===== config.mk =====
export PLATFORM = sky130hd
export DESIGN_NAME = ram_copy_engine
export DESIGN_NICKNAME = d
export VERILOG_FILES = /design/src/rtl/ram_copy_engine.sv
export SDC_FILE = /design/constraint.sdc
export NUM_CORES = 1
export LEC_CHECK = 0
export ABC_CLOCK_PERIOD_IN_PS = 6150
export CAP_MARGIN = 20
export CORE_MARGIN = 2
export CORE_UTILIZATION = 45
export DETAILED_ROUTE_END_ITERATION = 10
export PLACE_DENSITY = 0.88
export SYNTH_ARGS = -nofsm -noshare
export SYNTH_HDL_FRONTEND = slang
export SYNTH_SLANG_ARGS = --single-unit

===== constraint.sdc =====
create_clock -name clk -period 6.15 [get_ports clk]
set_input_delay 1.845 -clock clk [delete_from_list [all_inputs] [get_ports clk]]
set_output_delay 1.845 -clock clk [all_outputs]
set_load 0.1 [all_outputs]

===== src/rtl/ram_copy_engine.sv =====
// Block-copy engine for the single-port data RAM.
// Each word takes two cycles: a READ into a buffer, then a WRITE of that buffer.
module ram_copy_engine #(
    parameter int ADDR_W = 64,
    parameter int DATA_W = 64,
    parameter int LEN_W  = 16,
    parameter int STRIDE = 1
) (
    input  logic              clk,
    input  logic              reset,
    input  logic              start,
    input  logic [ADDR_W-1:0] src_addr,
    input  logic [ADDR_W-1:0] dst_addr,
    input  logic [LEN_W-1:0]  length,
    output logic              busy,
    output logic              done,
    output logic [LEN_W-1:0]  words_copied,
    output logic [ADDR_W-1:0] mem_address,
    output logic              mem_read,
    output logic              mem_write,
    output logic [DATA_W-1:0] mem_wdata,
    input  logic [DATA_W-1:0] mem_rdata
);

    typedef enum logic [1:0] {S_IDLE, S_READ, S_WRITE, S_DONE} state_t;

    state_t             r_state, w_next;
    logic [ADDR_W-1:0]  r_src, r_dst;
    logic [LEN_W-1:0]   r_len, r_idx, r_cnt;
    logic [DATA_W-1:0]  r_buf;
    logic [ADDR_W-1:0]  w_off;
    logic               w_last;

    // Offset arithmetic wraps naturally at ADDR_W bits.
    assign w_off  = ADDR_W'(r_idx) * ADDR_W'(STRIDE);
    assign w_last = (r_idx + LEN_W'(1)) == r_len;

    always_ff @(posedge clk) begin
        if (reset) begin
            r_state <= S_IDLE;
            r_src   <= '0;
            r_dst   <= '0;
            r_len   <= '0;
            r_idx   <= '0;
            r_cnt   <= '0;
            r_buf   <= '0;
        end else begin
            r_state <= w_next;
            case (r_state)
                S_IDLE: if (start) begin
                    r_src <= src_addr;
                    r_dst <= dst_addr;
                    r_len <= length;
                    r_idx <= '0;
                    r_cnt <= '0;
                end
                S_READ:  r_buf <= mem_rdata;
                S_WRITE: begin
                    r_idx <= r_idx + LEN_W'(1);
                    r_cnt <= r_cnt + LEN_W'(1);
                end
                default: ;
            endcase
        end
    end

    always_comb begin
        w_next = r_state;
        case (r_state)
            S_IDLE:  if (start) w_next = (length == '0) ? S_DONE : S_READ;
            S_READ:  w_next = S_WRITE;
            S_WRITE: w_next = w_last ? S_DONE : S_READ;
            S_DONE:  w_next = S_IDLE;
            default: w_next = S_IDLE;
        endcase
    end

    // Outputs decode from registered state only, so no input-to-output path exists.
    always_comb begin
        busy         = (r_state != S_IDLE);
        done         = (r_state == S_DONE);
        words_copied = r_cnt;
        mem_read     = 1'b0;
        mem_write    = 1'b0;
        mem_address  = '0;
        mem_wdata    = '0;
        case (r_state)
            S_READ: begin
                mem_read    = 1'b1;
                mem_address = r_src + w_off;
            end
            S_WRITE: begin
                mem_write   = 1'b1;
                mem_address = r_dst + w_off;
                mem_wdata   = r_buf;
            end
            default: ;
        endcase
    end

endmodule


### Cell classes on the final placement

Drawn at 1.5 px/micron.
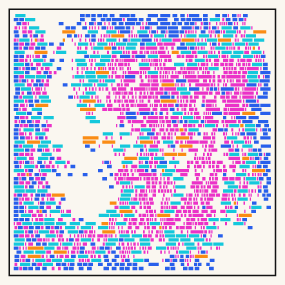
| colour | class | cells |
|---|---|---|
| orange | clock drivers and dummy loads | 51 |
| cyan | flip-flops | 242 |
| blue | other buffers and delay cells | 387 |
| magenta | all other logic | 1,366 |
utilization after layout: 66.3%
design area: 0.0196 sq mm
flip-flop and latch share of the layout cell area: 24.8%
total core area: 0.0295 sq mm
Site Rows: 63

### Clock wiring as the flow saved it

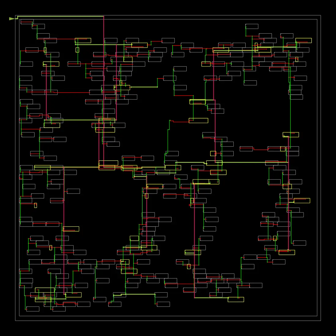
clk ins delay skew pair: 0.56 ns
Final Skew: 0.00928 ns
number of sinks driven by the clock tree: 242
number of flip-flops and latches: 242

### Cell area per tile

Drawn at 2 px/micron. The die is cut into 18 by 18 equal tiles; black is low, pale yellow is high, 0 to 100% covered.
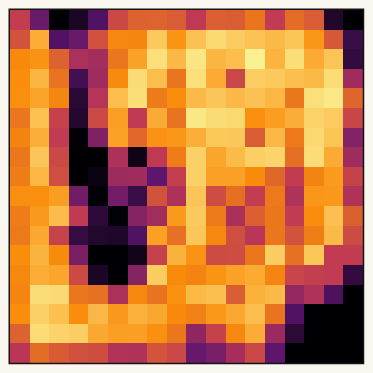
fullest tile: 97%
emptiest ninth of the die: lower right
mean over tiles: 61%
tiles over 75% full: 41%
nearly empty tiles: 6.8%
densest ninth of the die: top centre

### Metal layers overlaid

Drawn at 1.5 px/micron.
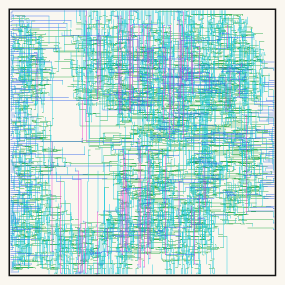
| colour | layer | wire length |
|---|---|---|
| blue | met3 | 3,940 microns |
| green | met1 | 17,400 microns |
| magenta | met4 | 2,830 microns |
| cyan | met2 | 21.6 mm |
via count: 13,926
total global-route track usage: 27.9%

==> flow_metrics.env <==
# implementation run metrics
export IMPL_result_of_the_run="completed"
export IMPL_seq_cells_post_synth=242
export IMPL_clk_transition_reported_paths_ns=0.06
export IMPL_worst_setup_path_start_kind="register"
export IMPL_floorplan_nets=1963
export IMPL_clock_network_area_share_pct=4.96
export IMPL_post_cts_hold_buffer_count=0
export IMPL_layout_cell_share_with_drive_strength_beyond_1_pct=14.0
export IMPL_pre_cts_setup_slack_ns=0.546
export IMPL_postSynthSeqShare_pct=36.2
export IMPL_power_total_uw=5750
export IMPL_p_sw_uw=2210
export IMPL_final_setup_worst_slack_ns=0.102
export IMPL_synth_edff_count=0
export IMPL_floorplan_tapcells=390
export IMPL_post_synth_main_area_contributors="dfxtp_1 36%, nand2_1 11%, mux2i_1 8.8%"
export IMPL_fin_crit_sh_pct=98.3
export IMPL_synthArstFlopShare_pct=0
export IMPL_ff_type="dfxtp_1"
export IMPL_worst_reg_to_reg_setup_slack_ns=3.05
export IMPL_inverters=12
export IMPL_grt_pass1_vias=13611
export IMPL_detail_route_wirelength_met1_microns=17400
export IMPL_grt_overflow=0
export IMPL_worstSetupEndpoint="mem_address[53]"
export IMPL_post_synth_instance_area_sq_mm=0.0134
export IMPL_drt_via_density=5.70
export IMPL_area_delta_synth_final_pct=46.1
export IMPL_layout_min_cycle_time_ns=6.05
export IMPL_synth_lib_cells_used_distinct=72
export IMPL_route_detailed_drc=0
export IMPL_place_gp_congestion=0.929
export IMPL_dieArea_sq_mm=0.0311
export IMPL_detailed_place_hpwl_microns=33200
export IMPL_worstHoldPathType="reg -> reg"
export IMPL_internal_power_uw=3540
export IMPL_avgSynthCellArea_sq_um=7.75
export IMPL_flip_flop_and_latch_area_sq_mm=0.00485
export IMPL_critPathCaptureType="primary output"
export IMPL_synth_adder_area_share_pct=2.49
[flip-flops by register name, summed over array words and instances (netlist names)]
register / flops
r_idx: 16
words_copied: 16
r_buf: 64
r_state: 2
r_src: 64
r_len: 16
r_dst: 64
[worst max-delay path, stage by stage, from the launching register on]
cell and delay (ns):
dfxtp_2 0.35, inv_2 0.08, ha_4 0.21, buf_6 0.16, buf_4 0.12, mux2_2 0.34
ha_1 0.33, and3_1 0.18, a22oi_1 0.23, nor3_2 0.09, o31ai_4 0.66, buf_12 0.21
a2111oi_0 0.10, a311o_1 0.39, buf_12 0.19
[stage by stage]
step	TNS (ns)	hold WS (ns)	instances	utilization, %	cell area, sq um
3_5_place_dp	0	0.448	2377	62.5	18400
2_1_floorplan	-0.0290	0.433	1726	-	14300
3_3_place_gp	0	0.443	2377	62.5	18400
5_1_grt	-0.00817	0.475	2442	66.3	19600
6_report	0	0.454	2442	66.3	19600
4_1_cts	0	0.455	2428	65.8	19400
[power groups by stage]
stage          clock network [uW]  logic [uW]  registers, uW
3_5_place_dp                    0        2080           1900
6_report                     1760        2120           1870
5_1_grt                      1840        2250           1890
3_3_place_gp                    0        2030           1890
2_1_floorplan                   0        1520           1850
4_1_cts                      1770        2090           1870
[repair_timing]
action | CTS | global route
resized | 1 | 12
gates cloned | 0 | 1
pin swaps | 0 | 2
buffers inserted | 0 | 7
endpoints found under the setup margin | 7 | 29
[cells in the final DEF (no fill, tap or decap), types with 32 or more instances in the layout]
cell / count
a21oi_1: 174
buf_12: 51
nand3_1: 54
mux2i_1: 92
nor2_1: 128
buf_4: 36
xnor2_1: 32
clkdlybuf4s50_1: 294
dfxtp_1: 241
o21ai_0: 41
and2_1: 72
nand2_1: 388
mux2_2: 33
